### src/rtl/pixel_plot_writer.sv
// pixel_plot_writer: queues line-drawer pixels in a small FIFO and writes them, or a whole-screen
// fill, to the frame buffer through one held output register (addr/colour/we stable until granted).
module pixel_plot_writer #(
   parameter int H_RES = 160,
   parameter int V_RES = 120,
   parameter int DEPTH = 4
) (
   input  logic        clk,
   input  logic        reset,
   input  logic [7:0]  x,
   input  logic [6:0]  y,
   input  logic [2:0]  colour,
   input  logic        plot,
   output logic        ready,
   input  logic        clear,
   input  logic [2:0]  clear_colour,
   output logic [14:0] vga_addr,
   output logic [2:0]  vga_colour,
   output logic        vga_we,
   input  logic        vga_grant,
   output logic        busy,
   output logic [7:0]  clip_count
);
   localparam int AW = $clog2(DEPTH);
   localparam logic [14:0] LAST = 15'(H_RES * V_RES - 1);
   typedef enum logic {IDLE, CLEAR} state_t;
   state_t r_state, w_next;
   logic [17:0] r_mem [DEPTH];
   logic [AW:0] r_wp, r_rp;
   logic        r_pend;
   logic [2:0]  r_clr_col;
   logic [14:0] r_addr;
   logic [2:0]  r_col;
   logic        r_we;
   logic [7:0]  r_clip;
   logic [14:0] w_addr;
   logic        w_empty, w_full, w_in, w_acc, w_push, w_take, w_free, w_pop, w_go, w_done;
   // y*H_RES+x never exceeds 15 bits for any 8-bit x / 7-bit y, so nothing is lost here
   assign w_addr  = 15'(y) * 15'(H_RES) + 15'(x);
   assign w_in    = (32'(x) < H_RES) && (32'(y) < V_RES);
   assign w_empty = r_wp == r_rp;
   assign w_full  = (r_wp ^ r_rp) == {1'b1, {AW{1'b0}}};
   assign ready   = ~reset & ~w_full & (r_state == IDLE) & ~r_pend;
   assign w_acc   = plot & ready;
   assign w_push  = w_acc & w_in;
   assign w_take  = r_we & vga_grant;
   assign w_free  = ~r_we | w_take;
   assign w_pop   = (r_state == IDLE) & ~w_empty & w_free;
   assign w_go    = (r_state == IDLE) & r_pend & w_empty & w_free;
   assign w_done  = (r_state == CLEAR) & w_take & (r_addr == LAST);
   always_ff @(posedge clk or posedge reset)
      if (reset) r_state <= IDLE;
      else       r_state <= w_next;
   always_comb begin
      w_next = r_state;
      w_next = w_go ? CLEAR : w_done ? IDLE : r_state;
   end
   always_ff @(posedge clk)
      if (w_push) r_mem[r_wp[AW-1:0]] <= {w_addr, colour};
   always_ff @(posedge clk or posedge reset)
      if (reset) begin
         r_wp <= '0;
         r_rp <= '0;
      end else begin
         if (w_push) r_wp <= r_wp + (AW+1)'(1);
         if (w_pop)  r_rp <= r_rp + (AW+1)'(1);
      end
   // a clear is only latched when idle and none is already pending; later requests are dropped
   always_ff @(posedge clk or posedge reset)
      if (reset) begin
         r_pend    <= 1'b0;
         r_clr_col <= 3'd0;
         r_clip    <= 8'd0;
      end else begin
         if (clear & (r_state == IDLE) & ~r_pend) begin
            r_pend    <= 1'b1;
            r_clr_col <= clear_colour;
         end else if (w_go) r_pend <= 1'b0;
         if (w_acc & ~w_in & (r_clip != 8'hFF)) r_clip <= r_clip + 8'd1;
      end
   // during CLEAR the output address doubles as the fill counter
   always_ff @(posedge clk or posedge reset)
      if (reset) begin
         r_we   <= 1'b0;
         r_addr <= 15'd0;
         r_col  <= 3'd0;
      end else if (w_pop) begin
         {r_addr, r_col} <= r_mem[r_rp[AW-1:0]];
         r_we            <= 1'b1;
      end else if (w_go) begin
         r_we   <= 1'b1;
         r_addr <= 15'd0;
         r_col  <= r_clr_col;
      end else if (w_done) r_we <= 1'b0;
      else if ((r_state == CLEAR) & w_take) r_addr <= r_addr + 15'd1;
      else if (w_take) r_we <= 1'b0;
   assign vga_addr   = r_addr;
   assign vga_colour = r_col;
   assign vga_we     = r_we;
   assign clip_count = r_clip;
   assign busy       = ~w_empty | r_we | r_pend | (r_state == CLEAR);
endmodule

### config.mk
export PLATFORM = sky130hd
export DESIGN_NAME = pixel_plot_writer
export DESIGN_NICKNAME = d
export VERILOG_FILES = /design/src/rtl/pixel_plot_writer.sv
export SDC_FILE = /design/constraint.sdc
export NUM_CORES = 1
export LEC_CHECK = 0
export CAP_MARGIN = 10
export CORE_MARGIN = 8
export CORE_UTILIZATION = 62
export DETAILED_ROUTE_END_ITERATION = 7
export DONT_BUFFER_PORTS = 1
export PLACE_DENSITY_LB_ADDON = 0.1
export SLEW_MARGIN = 25
export SYNTH_ARGS = -nofsm -noshare
export SYNTH_HDL_FRONTEND = slang
export SYNTH_SLANG_ARGS = --single-unit
### constraint.sdc
create_clock -name clk -period 6.8 [get_ports clk]
set_input_delay 1.36 -clock clk [delete_from_list [all_inputs] [get_ports clk]]
set_output_delay 1.36 -clock clk [all_outputs]
set_load 0.05 [all_outputs]
==> run_1/placement_by_type.png <==
Scale bar: 20 µm. Fill, decap, tap and diode cells in gray.
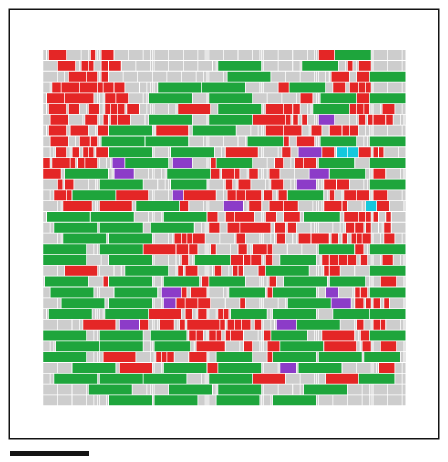
legend:
  flops:
    color: green
    cells: 110
    share_of_their_area: 58%
  other buffers and delay cells:
    color: cyan
    cells: 3
    share_of_their_area: 0.42%
  combinational and other logic:
    color: red
    cells: 254
    share_of_their_area: 38%
  clock drivers and dummy loads:
    color: purple
    cells: 16
    share_of_their_area: 3.6%
Seq area share: 56.3%
final core occ: 67.3%
row count: 33
Design Area, Final: 5530 µm²

==> run_1/placement.png <==
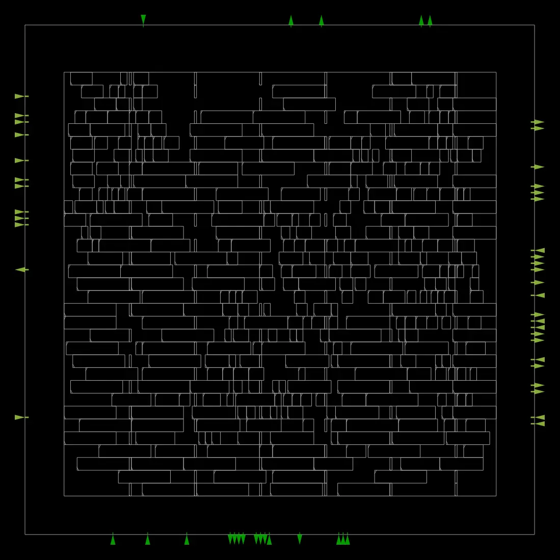
filler cell count: 599
Taps Inserted: 105
Non-Filler Instances: 488

==> run_1/metal_density.png <==
22 x 22 tiles, from black (low) to pale yellow (high), scaled to the fullest tile. Values are wire area over tile area, all layers added.
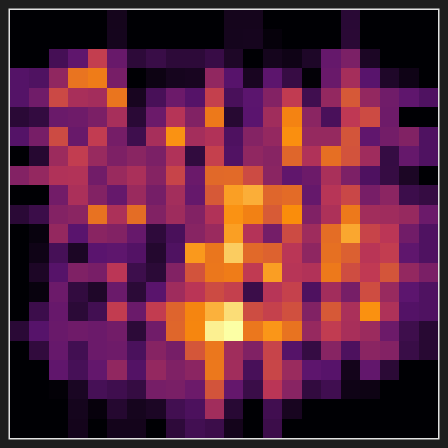
emptiest ninth of the die: bottom left
fullest tile: 0.49
nearly empty tiles: 19%
detailed-route via count: 3083
gr usage total: 18.2%
Routed WL per cell: 20.7 µm

==> run_1/wires.png <==
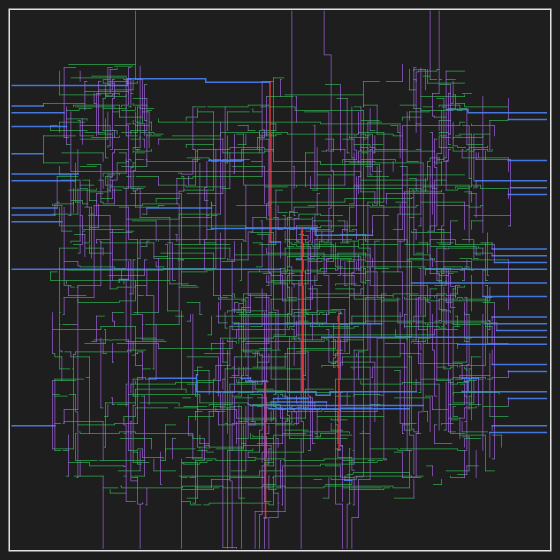
legend:
  metal 4:
    color: red
    wire_length: 119 µm
  metal 1:
    color: green
    wire_length: 4210 µm
  metal 3:
    color: blue
    wire_length: 764 µm
  metal 2:
    color: purple
    wire_length: 5030 µm
final WL: 10100 µm

==> deck_impl_summary.md, run 1 <==
Key Metrics from the Run

Synthesis
  • Count of flip-flops with a built-in enable after synthesis: 72
  • Seq share, synth: 59.4%
  • Syn nets: between 400 and 500
  • Yosys Instances: approximately 380
  • Netlist cell types: 62
  • Post-synthesis xor/xnor area fraction: around 4%

CTS
  • Root Buffer: clkbuf_8
  • CTS max path bufs: 2

Drt
  • DR top layer: met4
  • Met2 wire len: between 5000 and 6000 µm

Die
  • Horiz. Die Dim: ~110 µm
  • Chip area: roughly 12000 µm²
  • Top Ports: between 50 and 60

Critical path
  • RR Startpoint: r_rp[1]
  • Reg2reg path depth: 5
  • Worst R2R Setup Slack: roughly 3.9 ns
  • CP Launch Type: register
  • CP endpoint: busy
  • CP endpoint kind: output port

Placement
  • # port buffers: 0
  • GPL Wtd Cong: between 0.8 and 0.9
  • Pre-CTS setup slack: about 3.2 ns

Layout
  • Multi-input gates: 242
  • Flops: ~110
  • # clk buffers: 9
  • Antenna Diode Count: 0
  • Area Overhead vs Synth: 5.52%
  • Inverters: 12
  • MI comb area: 2020 µm²
  • Bufs w/o clock: 3

Power
  • Lkg Pwr: 2.05 nW
  • VDD IR max: ~0.16 mV

STA
  • Final Hold Slack: 0.527 ns
  • Final hold vios: 0

GRT
  • GRT met2 Usage: slightly above 30%

Outcome
  • Status: finished clean
==> run 1 -> run 2 <==
==> constraint.sdc (replaced) <==
create_clock -name clk -period 3.65 [get_ports clk]
set_input_delay 0.73 -clock clk [delete_from_list [all_inputs] [get_ports clk]]
set_output_delay 0.73 -clock clk [all_outputs]
set_load 0.05 [all_outputs]
==> run_2/placement_by_type.png <==
Scale bar: 20 µm. Fill, decap, tap and diode cells in gray.
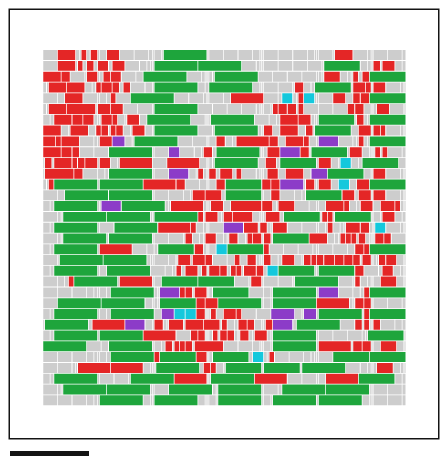
legend:
  combinational and other logic:
    color: red
    cells: 254
    share_of_their_area: 38%
  other buffers and delay cells:
    color: cyan
    cells: 10
    share_of_their_area: 1.4%
  flops:
    color: green
    cells: 110
    share_of_their_area: 57%
  clock drivers and dummy loads:
    color: purple
    cells: 16
    share_of_their_area: 3.7%
final core occ: 68.0%
Seq area share: 55.7%
Core ar.: 8220 µm²
Design Area, Final: 5580 µm²

==> run_2/layer_met1.png <==
Supply wires on this layer in gray.
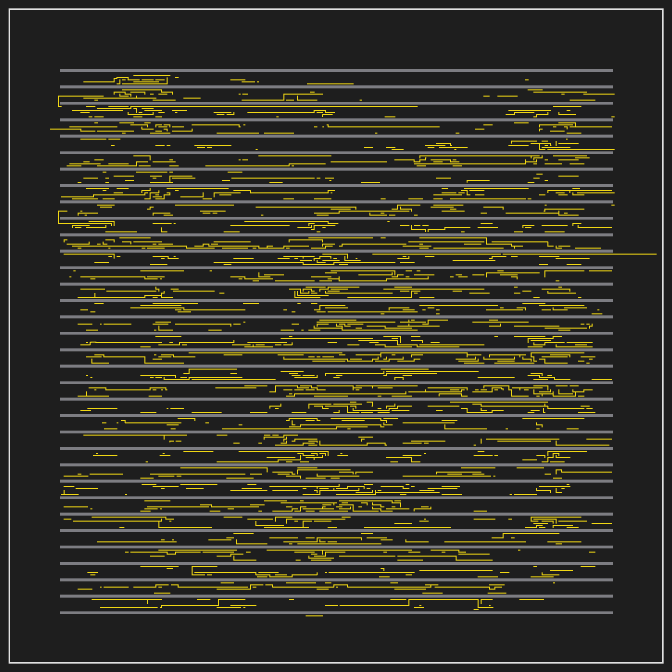
main direction: horizontal
share of all routed wire: 39%
nets with wire on the layer: 403
longest straight run: 47.4 µm
detailed-route via count: 3171
met1 Use GR: 20.7%

==> run 2 against run 1 <==
Core utilization grew 0.67 points. Combinational power grew 98%. Flip-flop count is the same. Synthesized cell count is the same. Clock skew grew 0.0067 ns. Wire length grew 1.8%. Register-to-register slack lost 2.9 ns. Non-clock buffer count grew 7. Sequential power grew about 80%. Power grew 86%. Via count grew 2.9%. Critical endpoint unchanged.
==> deck_impl_summary.md, run 2 <==
Key Metrics from the Run

Outcome
  • Status: finished clean

CTS
  • Root Buffer: clkbuf_8
  • CTS max path bufs: 2
  • Clock-pin slew on the worst setup and hold paths: around 0.10 ns
  • Total CTS buffers: 9
  • CTS Hold Bufs: 0
  • TritonCTS clock tree: yes

Critical path
  • Worst R2R End: vga_addr[3]
  • CP endpoint kind: output port
  • Start point of the critical path: r_wp[1]
  • CP endpoint: busy
  • CP Cell Sequence: xor2_1, or3_1, or4_1
  • Worst R2R Setup Slack: 0.96 ns
  • Critical path fanouts, max: 6
  • Worst path depth: 3
  • Critical Path RT: around 2.9 ns
  • CP delay by family, top: simple AND/OR/NAND/NOR gates
  • CP Launch Type: register
  • Reg2reg path depth: 6
  • RR Startpoint: vga_addr[0]

Layout
  • Non-clk buf share: 1.34%
  • Non-Filler Instances: slightly below 500
  • Filler cell count: roughly 580
  • Most frequent logic cell in the layout: edfxtp_1
  • Fin nets: approximately 430
  • # clk buffers: 9
  • Multi-input gates: 242
  • Storage cell area: 3110 µm²
  • Antenna Diode Count: 0
  • Max reg flops: 72
  • Bufs w/o clock: 10
  • Area Overhead vs Synth: 6.57%
  • MI comb area: 2020 µm²
  • Inverters: 12
  • Flops: between 100 and 150
  • Top cell category: sequential cells

Synthesis
  • Count of flip-flops with a built-in enable after synthesis: around 72
  • Synth Area in Simple Gates: 9.98%
  • Seq share, synth: about three fifths
  • Post-synthesis xor/xnor area fraction: 4.01%
  • Main kind of combinational logic by area: AND-OR/OR-AND gates
  • Yosys Instances: between 300 and 400
  • Synth top cell by count: edfxtp_1
  • Post-Synth AOI/OAI Area: about a tenth
  • Netlist cell types: 62
  • Syn nets: roughly 420
  • Max-area cell share: between 40% and 50%
  • Synth Cell Area: 5240 µm²

STA
  • Max-Slew Margin vs Limit: 39.4%
  • Min cycle time layout: between 2 and 3 ns
  • Worst Tran Pin Value: 0.906 ns
  • Post-route setup slack: around 0.76 ns
  • Final Hold Slack: about 0.35 ns
  • Final hold vios: 0
  • Setup-failing EPs final: 0
  • Share of the clock period used by the worst path: about 79%

Die
  • Horiz. Die Dim: 108 µm
  • Top Ports: ~55
  • Taps Inserted: ~110
  • Die height: 108 µm
  • Row count: 33
  • Chip area: ~12000 µm²

Drt
  • DRC viols: 0
  • Final WL: 10300 µm
  • WL met3: between 800 and 900 µm
  • Routed WL per cell: roughly 21 µm
  • DR top layer: met4
  • Met2 wire len: 5230 µm

GRT
  • Initial antenna violation count: 0
  • Global route total overflow: 0
  • Busiest grt layer: met2
  • Global-route wire length before repair: about 16000 µm
  • Largest net degree at the start of global routing: 22
  • Gr usage total: a little under a fifth
  • GRT met2 Usage: a little under a third
  • Number of global-route vias before repair: 3262

Placement
  • Post-DP HPWL: between 7000 and 8000 µm
  • GPL Wtd Cong: 0.830
  • # port buffers: 0
  • Pre-CTS setup slack: around 0.67 ns

Min path
  • Hold WC Path Type: input pin to async pin

Power
  • VDD IR max: around 0.32 mV
  • Lkg Pwr: between 2 and 2.5 nW
  • Sequential Power: between 1.5 and 2 mW

Job
  • OpenROAD warnings: 29
==> run_2/metal_density.png <==
22 x 22 tiles, from black (low) to pale yellow (high), scaled to the fullest tile. Values are wire area over tile area, all layers added.
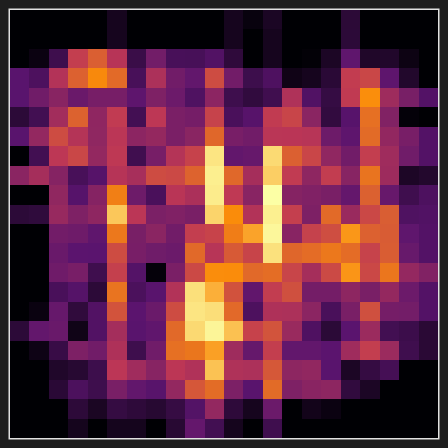
densest ninth of the die: middle
nearly empty tiles: 18%
fullest tile: 0.46
mean over tiles: 0.14

Power is estimated from default activity; no workload was simulated.
